$ cat src/rtl/pm_reg_bank.sv
// Path-metric register bank for the Viterbi ACS loop.
// Loads all state metrics at once, renormalises modulo 2^(W-1), tracks argmin.
module pm_reg_bank #(
    parameter int N_STATES = 8,
    parameter int W        = 8,
    parameter int INIT_VAL = 64,
    parameter int CNT_W    = 8,
    localparam int SIDX_W  = $clog2(N_STATES)
) (
    input  logic                  clk,
    input  logic                  rst_n,
    input  logic                  init,
    input  logic                  in_valid,
    input  logic [N_STATES*W-1:0] in_metrics,
    output logic [N_STATES*W-1:0] pm,
    output logic                  out_valid,
    output logic [SIDX_W-1:0]     best_state,
    output logic                  norm_flag,
    output logic [CNT_W-1:0]      norm_cnt
);

    localparam logic [CNT_W-1:0] CNT_MAX = {CNT_W{1'b1}};

    logic                  all_msb;
    logic [N_STATES*W-1:0] nxt_pm;
    logic [N_STATES*W-1:0] init_pm;
    logic [W-1:0]          min_val;
    logic [SIDX_W-1:0]     min_idx;

    always_comb begin
        all_msb = 1'b1;
        for (int k = 0; k < N_STATES; k++) begin
            all_msb = all_msb & in_metrics[k*W+W-1];
        end
    end

    // Renormalising only when every MSB is set preserves the ordering.
    always_comb begin
        nxt_pm = '0;
        for (int k = 0; k < N_STATES; k++) begin
            nxt_pm[k*W +: W] = {in_metrics[k*W+W-1] & ~all_msb,
                                in_metrics[k*W +: W-1]};
        end
    end

    always_comb begin
        init_pm = '0;
        for (int k = 1; k < N_STATES; k++) begin
            init_pm[k*W +: W] = W'(INIT_VAL);
        end
    end

    // Strict less-than keeps the lowest index on ties.
    always_comb begin
        min_val = in_metrics[0 +: W];
        min_idx = '0;
        for (int k = 1; k < N_STATES; k++) begin
            if (in_metrics[k*W +: W] < min_val) begin
                min_val = in_metrics[k*W +: W];
                min_idx = SIDX_W'(k);
            end
        end
    end

    always_ff @(posedge clk or negedge rst_n) begin
        if (!rst_n) begin
            pm         <= '0;
            out_valid  <= 1'b0;
            best_state <= '0;
            norm_flag  <= 1'b0;
            norm_cnt   <= '0;
        end else if (init) begin
            pm         <= init_pm;
            out_valid  <= 1'b0;
            best_state <= '0;
            norm_flag  <= 1'b0;
            norm_cnt   <= '0;
        end else if (in_valid) begin
            pm         <= nxt_pm;
            out_valid  <= 1'b1;
            best_state <= min_idx;
            norm_flag  <= all_msb;
            if (all_msb && (norm_cnt != CNT_MAX)) begin
                norm_cnt <= norm_cnt + 1'b1;
            end
        end else begin
            out_valid <= 1'b0;
            norm_flag <= 1'b0;
        end
    end

endmodule

$ cat config.mk
export PLATFORM = sky130hd
export DESIGN_NAME = pm_reg_bank
export DESIGN_NICKNAME = d
export VERILOG_FILES = /design/src/rtl/pm_reg_bank.sv
export SDC_FILE = /design/constraint.sdc
export NUM_CORES = 1
export LEC_CHECK = 0
export ABC_AREA = 1
export CAP_MARGIN = 10
export CORE_MARGIN = 5
export CORE_UTILIZATION = 43
export CTS_CLUSTER_SIZE = 24
export DETAILED_ROUTE_END_ITERATION = 8
export GPL_TIMING_DRIVEN = 0
export PLACE_DENSITY = 0.77
export SLEW_MARGIN = 20
export SYNTH_ARGS = -nofsm -noshare
export SYNTH_HDL_FRONTEND = slang
export SYNTH_SLANG_ARGS = --single-unit
export TNS_END_PERCENT = 1
$ cat constraint.sdc
create_clock -name clk -period 2.26 [get_ports clk]
set_clock_uncertainty 0.2 [all_clocks]
set_input_delay 0.452 -clock clk [delete_from_list [all_inputs] [get_ports clk]]
set_output_delay 0.452 -clock clk [all_outputs]
set_load 0.01 [all_outputs]
==> run_results.csv <==
group,metric,value,unit
global_routing,grt_pass1_wl,24300,microns
finish,area_dominant_class,"multi-input combinational cells",
min_path,min_to,"pm[7]$_DFFE_PN0P_",
critical_path,r2r-end,"norm_cnt[7]$_DFFE_PN0P_",
finish,areaGrowthSynthToFinish,61.1,%
finish,lay_top_count,"nand2_1",
pwr,leakage,3.64,nW
synthesis,synth.largest_area_cell,"dfrtp_1",
synthesis,yosysTopAreaCellShare,40.7,%
global_routing,grt_pass1_vias,5043,
finish,reg_top3,"pm x64, norm_cnt x8, best_state x3",
floorplanning,fp.dieW,115,microns
finish,logic_gate_count,434,
critical_path,endpoint,"best_state[2]$_DFFE_PN0P_",
synthesis,aoi_share,18.3,%
critical_path,max_stage_delay,0.37,ns
sta,whs,0.148,ns
critical_path,cp_top_family,"AND-OR/OR-AND gates",
floorplanning,fp-utilization,43.7,%
finish,largest_reg_flops,64,
routing,route.detailed.drc,0,
routing,via_per_inst,5.46,
floorplanning,boundaryPins,145,
critical_path,reg2reg_from,"norm_cnt[0]$_DFFE_PN0P_",
critical_path,crit_fanout,8,
floorplanning,fp.coreArea,10800,sq um
finish,num_antenna_cells,0,
sta,fin_ws,-6.36,ns
critical_path,crit_start,"in_metrics[2]",
routing,antenna_left,0,
place,placed_cell_area,6460,sq um
sta,rsz0062_at_grt,"true",
critical_path,startpoint_type,"input pin",
place,dp_cells,872,
synthesis,synth_xor_xnor_area_share,0,%
place,gp_congestion,0.873,
finish,seqAreaFraction,25.3,%
sta,tns,-19.34,ns
clock_network,cts_root_buf,"clkbuf_8",
finish,nFillCells,836,
clock_network,h-tree-depth,3,
outcome,violations,"setup timing",
global_routing,grt_usage,23.0,%
synthesis,synth_stat.cells,588,
global_routing,grt_start_max_net_pins,40,
finish,fin_cells,946,
synthesis,synth_warnings,0,
floorplanning,die_y,115,microns
clock_network,clock_path_buffers,2,
min_path,min-delay-path-class,"input pin to flop",
sta,min_period,8.62,ns
finish,nonClkBufAreaFrac,27.6,%
critical_path,cp-end-kind,"flop",
floorplanning,die-area,13200,sq um
synthesis,ys_top_cells_by_area,"dfrtp_1, nand2_1, ha_1, o21ai_0, a22o_1",
finish,comb_share,39.6,%
job,warnings,30,
synthesis,ys_area,4740,sq um
finish,nets,912,
synthesis,yosysMostFrequentCell,"nand2_1",
critical_path,cp_num_buf_inv,9,
finish,drive_gt1_share,25.3,%
outcome,status,"complete, but fails checks",
finish,n_all_buffers,222,
synthesis,ys_types,27,
critical_path,cp.depth,57,
critical_path,cp_common_cell,"nand2_2",
clock_network,path_clk_slew,0.10,ns
min_path,min_delay_path_depth,2,
place,hpwl,11600,microns
finish,final_area,7630,sq um
place,pre_cts_slack,-8.13,ns
critical_path,critPathArrivalTime,8.73,ns
synthesis,adder_share,11.4,%
routing,dr.first_iter.drc_count,402,
clock_network,cts_tree,"built",
synthesis,yosys.area_share.simple,23.6,%
synthesis,flop_cell,"dfrtp_1",
pwr,power,0.00617,W
synthesis,top_logic_kind,"simple AND/OR/NAND/NOR gates",
clock_network,numClockSinks,77,
sta,hold_viol,0,
finish,lay_top_cells,"nand2_1, clkdlybuf4s50_1, dfrtp_1",
global_routing,antenna_found_initial,0,
synthesis,syn_nets,699,
critical_path,reg2reg_slack,-0.23,ns
synthesis,yosysSeqAreaShare,40.7,%
job,drv_cap,0,
sta,setup_viol,5,
finish,final-clk-cell-share,2.33,%
sta,fin_crit_sh,382,%
routing,wl_per_cell,17.7,microns
sta,max_clock_freq,0.116,GHz
global_routing,overflow,0,
synthesis,async_flop_share,100,%
synthesis,synth_area,4740,sq um
floorplanning,rows,38,
synthesis,edf_count,0,
place,portBuffers,143,
-- per-layer routing --
layer  vias to the layer above  track usage (%)  wire length [microns]
li1                       2407                -                      -
met1                      2522             29.4                   6880
met2                       202             39.3                   8260
met3                        35             4.63                   1120
met4                         0             7.51                    447
met5                         -                0                      0
-- timing repair --
action	in CTS	in global routing
hold buffers	1	0
cloned	0	5
gates resized	31	138
endpoints found under the setup margin	11	19
pin swaps	19	66
buffers inserted	35	19
hold endpoints to repair	38	0
-- report_power, final --
group / internal, W / switching [W] / leakage, nW
Clock: 0.000415 / 0.000604 / 0.0952
Sequential: 0.00145 / 0.0000471 / 1.00
Combinational: 0.00180 / 0.00185 / 2.55
Total: 0.00367 / 0.00250 / 3.64
### M2 wires

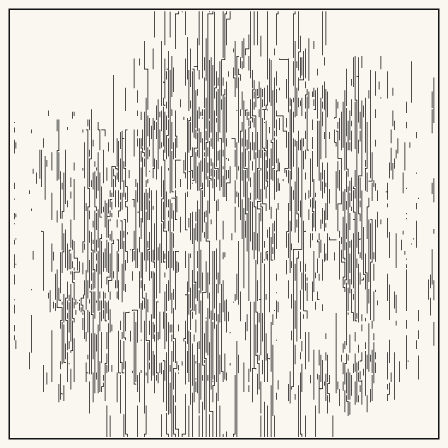
nets with wire on the layer: 817
share of all routed wire: 49%

### Clock nets

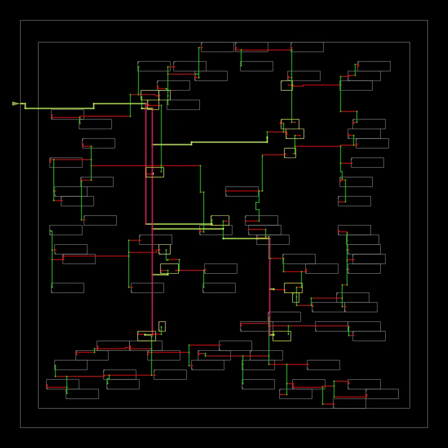
CTS Buf Count: 9
flip-flops: 77
clk pwr: 0.00102 W
clkbuf count: 9
worst skew pair latency: 0.37 ns

### Metal 3

The bar under the picture is 20 microns long.
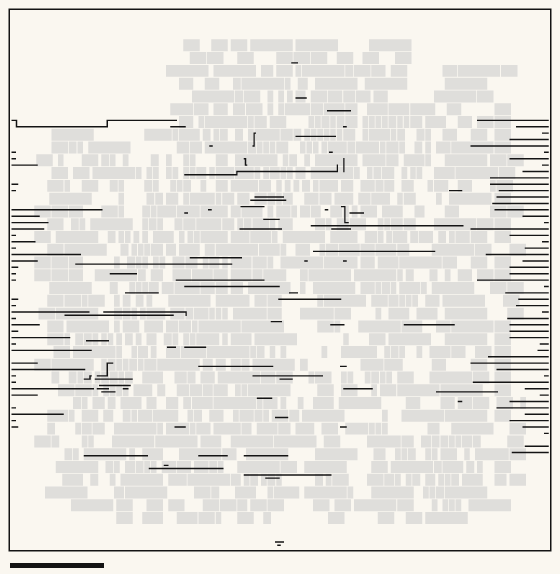
wire length on this layer: 1120 microns
nets with wire on the layer: 134
share of all routed wire: 6.7%
main direction: horizontal
final wirelength: 16700 microns
met3 Resource Use GR: 4.63%
vias: 5166

Power and IR drop assume default switching activity.
